### src/rtl/cpu_regfile_wb_ctrl.sv
// cpu_regfile_wb_ctrl
// Write-back controller for a 2-read/1-write CPU register file.
//  - Arbitrates port A (single-cycle ALU) and port B (long-latency load/MDU)
//    onto the single regfile write port.
//  - Port B is given forced priority after p_starve_max consecutive stalled cycles.
//  - After reset it sweeps registers 1..depth to zero, because the regfile
//    array has no reset of its own.
//  - Optional macro CPU_REGFILE_WB_BYPASS_EN forwards the pending registered
//    write onto both read ports.
//  - Without the macro, both read ports are a pure passthrough.
module cpu_regfile_wb_ctrl #(
    parameter bit          p_half_regfile   = 1'b0,
    parameter bit          p_clear_on_reset = 1'b1,
    parameter int unsigned p_starve_max     = 4
) (
    input  logic        i_clk,
    input  logic        i_rst_n,
    output logic        o_busy,
    output logic        o_addr_oob,
    input  logic        i_a_valid,
    output logic        o_a_ready,
    input  logic [4:0]  i_a_addr,
    input  logic [31:0] i_a_data,
    input  logic        i_b_valid,
    output logic        o_b_ready,
    input  logic [4:0]  i_b_addr,
    input  logic [31:0] i_b_data,
    output logic        o_wr_en,
    output logic [4:0]  o_wr_addr,
    output logic [31:0] o_wr_data,
    input  logic [4:0]  i_rd1_addr,
    input  logic [31:0] i_rf_rd1_data,
    output logic [31:0] o_rd1_data,
    input  logic [4:0]  i_rd2_addr,
    input  logic [31:0] i_rf_rd2_data,
    output logic [31:0] o_rd2_data
);

    // Highest architectural register index: the sweep ends on this address.
    localparam logic [4:0] DEPTH      = p_half_regfile ? 5'd15 : 5'd31;
    localparam logic [3:0] STARVE_MAX = 4'(p_starve_max);
    localparam logic [3:0] STARVE_SAT = 4'd15;

    typedef enum logic {
        ST_CLEAR = 1'b0,
        ST_RUN   = 1'b1
    } state_t;

    state_t      state_q, state_d;
    logic [4:0]  clr_cnt_q, clr_cnt_d;
    logic [3:0]  starve_q, starve_d;
    logic        wr_en_q, wr_en_d;
    logic [4:0]  wr_addr_q, wr_addr_d;
    logic [31:0] wr_data_q, wr_data_d;
    logic        oob_q, oob_d;

    logic        force_b;
    logic        a_ready;
    logic        b_ready;
    logic        a_hs;
    logic        b_hs;
    logic        sel_b;
    logic [4:0]  sel_addr;
    logic [31:0] sel_data;
    logic        sel_oob;

    // Arbitration: B wins only when it has starved long enough; otherwise A has priority.
    // Both readies are held low in reset and while the sweep owns the write port.
    assign force_b   = (starve_q >= STARVE_MAX);
    assign a_ready   = i_rst_n && (state_q == ST_RUN) && !(force_b && i_b_valid);
    assign b_ready   = i_rst_n && (state_q == ST_RUN) && (!i_a_valid || force_b);
    assign a_hs      = i_a_valid && a_ready;
    assign b_hs      = i_b_valid && b_ready;

    // Data path of the winning requester. The readies never allow both
    // handshakes at once, so B is selected only when A did not handshake.
    assign sel_b     = b_hs && !a_hs;
    assign sel_addr  = sel_b ? i_b_addr : i_a_addr;
    assign sel_data  = sel_b ? i_b_data : i_a_data;
    assign sel_oob   = p_half_regfile && sel_addr[4];

    assign o_a_ready  = a_ready;
    assign o_b_ready  = b_ready;
    assign o_busy     = (state_q == ST_CLEAR);
    assign o_wr_en    = wr_en_q;
    assign o_wr_addr  = wr_addr_q;
    assign o_wr_data  = wr_data_q;
    assign o_addr_oob = oob_q;

    // Next-state logic: the sweep sequencer, the registered write port and the starve counter.
    always_comb begin
        state_d   = state_q;
        clr_cnt_d = clr_cnt_q;
        starve_d  = starve_q;
        wr_en_d   = 1'b0;
        wr_addr_d = wr_addr_q;
        wr_data_d = wr_data_q;
        oob_d     = 1'b0;

        case (state_q)
            ST_CLEAR: begin
                wr_en_d   = 1'b1;
                wr_addr_d = clr_cnt_q;
                wr_data_d = 32'd0;
                if (clr_cnt_q == DEPTH) begin
                    state_d = ST_RUN;
                end else begin
                    clr_cnt_d = clr_cnt_q + 5'd1;
                end
            end
            ST_RUN: begin
                if (a_hs || b_hs) begin
                    // Writes to r0 or beyond a half-size file are accepted
                    // but never reach the regfile.
                    wr_addr_d = sel_addr;
                    wr_data_d = sel_data;
                    wr_en_d   = (sel_addr != 5'd0) && !sel_oob;
                    oob_d     = sel_oob;
                end
            end
            default: begin
                state_d = ST_RUN;
            end
        endcase

        // Count consecutive cycles in which B is waiting; any other cycle restarts the count.
        if (i_b_valid && !b_ready) begin
            starve_d = (starve_q == STARVE_SAT) ? STARVE_SAT : starve_q + 4'd1;
        end else begin
            starve_d = 4'd0;
        end
    end

    // State register with synchronous active-low reset; reset restarts the sweep and drops any pending write.
    always_ff @(posedge i_clk) begin
        if (!i_rst_n) begin
            state_q   <= p_clear_on_reset ? ST_CLEAR : ST_RUN;
            clr_cnt_q <= 5'd1;
            starve_q  <= 4'd0;
            wr_en_q   <= 1'b0;
            wr_addr_q <= 5'd0;
            wr_data_q <= 32'd0;
            oob_q     <= 1'b0;
        end else begin
            state_q   <= state_d;
            clr_cnt_q <= clr_cnt_d;
            starve_q  <= starve_d;
            wr_en_q   <= wr_en_d;
            wr_addr_q <= wr_addr_d;
            wr_data_q <= wr_data_d;
            oob_q     <= oob_d;
        end
    end

    // Read ports gathered into arrays so both are built by the same generate loop.
    logic [4:0]  rd_addr [2];
    logic [31:0] rf_rd   [2];
    logic [31:0] rd_out  [2];

    assign rd_addr[0] = i_rd1_addr;
    assign rd_addr[1] = i_rd2_addr;
    assign rf_rd[0]   = i_rf_rd1_data;
    assign rf_rd[1]   = i_rf_rd2_data;
    assign o_rd1_data = rd_out[0];
    assign o_rd2_data = rd_out[1];

    for (genvar gi = 0; gi < 2; gi++) begin : g_rd_port
`ifdef CPU_REGFILE_WB_BYPASS_EN
        // Forward the write the regfile has not committed yet; r0 is never forwarded.
        assign rd_out[gi] = (wr_en_q && (wr_addr_q == rd_addr[gi]) && (rd_addr[gi] != 5'd0))
                            ? wr_data_q : rf_rd[gi];
`else
        // Passthrough: a read of the register being written this cycle sees the old value.
        assign rd_out[gi] = rf_rd[gi];
        logic unused_rd_addr;
        assign unused_rd_addr = ^rd_addr[gi];
`endif
    end

endmodule
### config.mk
export PLATFORM = sky130hd
export DESIGN_NAME = cpu_regfile_wb_ctrl
export DESIGN_NICKNAME = d
export VERILOG_FILES = /design/src/rtl/cpu_regfile_wb_ctrl.sv
export SDC_FILE = /design/constraint.sdc
export NUM_CORES = 1
export LEC_CHECK = 0
export CORE_AREA = 2 2 101 103
export CTS_BUF_LIST = sky130_fd_sc_hd__clkbuf_2
export CTS_CLUSTER_SIZE = 24
export DETAILED_ROUTE_END_ITERATION = 16
export DIE_AREA = 0 0 103 105
export PLACE_DENSITY_LB_ADDON = 0.2
export SYNTH_ARGS = -nofsm -noshare
export SYNTH_HDL_FRONTEND = slang
export SYNTH_SLANG_ARGS = --single-unit
### constraint.sdc
create_clock -name i_clk -period 2.4 [get_ports i_clk]
set_clock_uncertainty 0.15 [all_clocks]
set_input_delay 0.48 -clock i_clk [delete_from_list [all_inputs] [get_ports i_clk]]
set_output_delay 0.48 -clock i_clk [all_outputs]
set_load 0.02 [all_outputs]
==> impl_metrics.yaml <==
# implementation run metrics
clock_network:
  postCtsResizedCells: 3
  cts_sinks: 48
drt:
  drtIter0Drc: 42
  dr.pass1.iters: 4
worst_setup_path:
  rr_worst_depth: 7
  worst-path-max-fanout: 2
  startpoint_type: "input pin"
  crit_arrival_ns: 1.59
  rrSetupSlack_ns: 0.44
outcome:
  status: "finished, final reports clean"
worst_hold_path:
  min_delay_worst_endpoint: "o_wr_data[27]"
  hp-class: "flop to flop"
final_layout:
  logic_area_um2: 1080
  postLayoutCoreUtil: 0.367
  diodes: 0
timing:
  finalCritPeriodShare: 0.924
  max_freq_mhz: 451
floorplan:
  die_h_um: 105
  core_um2: 9640
  die_area_um2: 10800
synth:
  synth_flops: 48
  yosys_warnings: 0
  yosys_area_um2: 2630
  ys_seq_frac: 0.366
placed_design:
  hpwl_mm: 4.87
power_and_ir_drop:
  power_density_nw_per_um2: 374
grt:
  grt_first_pass_wirelength_mm: 10.1
  grt_pass1_vias: 2072
## state kept, by name, summed over array words and instances (netlist names)
signal,cells
clr_cnt_q,5
o_wr_addr,5
starve_q,4
o_wr_en,1
state_q,1
o_wr_data,32
## worst max-delay path by stage
| stage | startpoint | end | slack [ns] | depth (start not counted) |
|---|---|---|---|---|
| final | i_a_valid | o_b_ready | 0.18 | 4 |
| after floorplan | i_rst_n | o_wr_addr[3] | 0.53 | 6 |
| after CTS | i_a_valid | o_b_ready | 0.18 | 4 |
| after global routing | state_q | o_b_ready | 0.10 | 3 |
| after global placement | i_a_valid | o_b_ready | -0.09 | 4 |
| after detailed placement | i_a_valid | o_b_ready | -0.08 | 4 |
## per-layer routing
metal | global-route usage | wire (µm) | up-vias
met4 | 0.0555 | 214 | 0
met1 | 0.128 | 2430 | 969
met3 | 0.0468 | 661 | 28
li1 | - | - | 1072
met5 | 0 | 0 | -
met2 | 0.194 | 3050 | 109
## Yosys cell counts
cell type  count  area (µm²)
inv_1          3        11.3
buf_6          3        33.8
nor2_1         5        18.8
ha_1           3        37.5
nand4_1        1        6.26
o311a_1        1        10.0
o311ai_0       4        35.0
nor2b_1        2        12.5
buf_2          5        25.0
or2_2          1        6.26
a21oi_1        2        10.0
conb_1         1        3.75
a31oi_1        2        12.5
o21a_1         1        7.51
a21boi_0       2        15.0
nor3b_1        1        7.51
o21ai_0       38         190
nand3_1        7        35.0
o21ai_1        2        10.0
dfxtp_1       48         961
and2_1         2        12.5
o31ai_1        6        45.0
o211ai_1       1        7.51
mux2i_1       32         320
xnor2_1        3        26.3
nor2_4         1        11.3
nor3b_4        1        18.8
nand2_1       40         150
buf_4         66         495
and3_1         1        6.26
o41ai_1        1        8.76
or4_1          5        37.5
clkbuf_1       6        22.5
nor3_1         3        15.0
## cell type report
| class | count | area share |
|---|---|---|
| Multi-Input combinational cell | 169 | 0.306 |
| Sequential cell | 48 | 0.272 |
| Inverter | 3 | 0.00318 |
| Timing Repair Buffer | 130 | 0.365 |
| Clock buffer | 5 | 0.00707 |
| Tap cell | 133 | 0.0470 |
## where the power goes
group / total (mW) / internal [mW] / switching, mW
Sequential: 0.825 / 0.813 / 0.0122
Combinational: 0.207 / 0.149 / 0.0584
Clock: 0.292 / 0.0559 / 0.236
## metrics by stage
step	hold slack (ns)	power [mW]	worst slack, ns	area [µm²]	std cells
after floorplan	0.301	1.05	0.529	2630	300
after global placement	0.284	1.05	-0.0906	3520	483
after detailed placement	0.291	1.05	-0.0823	3520	483
after CTS	0.333	1.36	0.178	3540	488
after global routing	0.353	1.41	0.102	3540	488
final	0.326	1.32	0.182	3540	488
## critical path, delay by kind of cell
| kind | cells | cell delay [ns] |
|---|---|---|
| and+or+nand+nor | 2 | 0.28 |
| buffers and inverters | 2 | 0.83 |
## cell families after synthesis
kind of cell	Yosys count	synth area share
adders and majority gates	3	0.0143
and+or+nand+nor	70	0.129
other	1	0.00143
muxes	32	0.122
DFF	48	0.366
AOI/OAI and AO/OA	60	0.134
xor gates and xnor gates	3	0.0100
buffers and inverters	83	0.224
==> images/layers.png <==
Drawn at 4 px/µm. Only two layers are drawn.
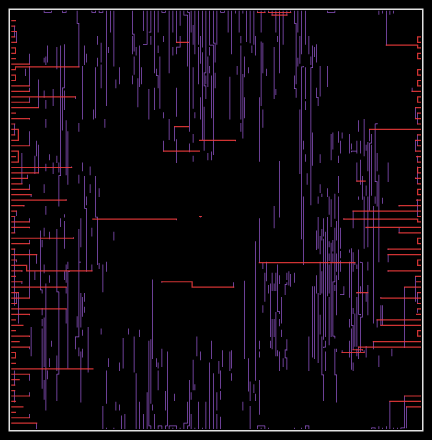
M3: in red, wire length 661 µm. M2: in purple, wire length 3050 µm.
routed wire length: 6.36 mm
Total GRT Usage: 0.117
Vias: 2178
routed len/inst: 13.0 µm

==> images/closeup.png <==
Region (36, 38) to (66, 68) µm. Cells in gray, sequential cells in the stronger gray; small squares are vias.
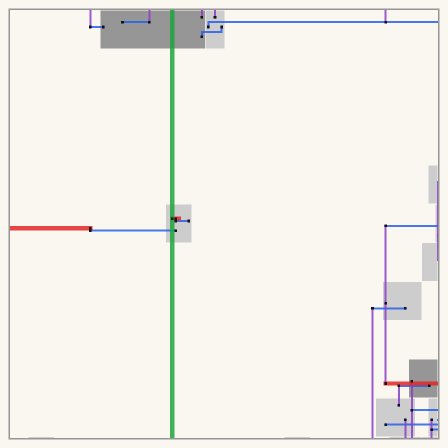
M1: in blue. M3: in red. M2: in purple. M4: in green.
Sequential cells in the window: 1. Netlist names of flops here include `o_wr_data` (1). 5 logic cells have their middle in the window.

Power is estimated from default activity; no workload was simulated.
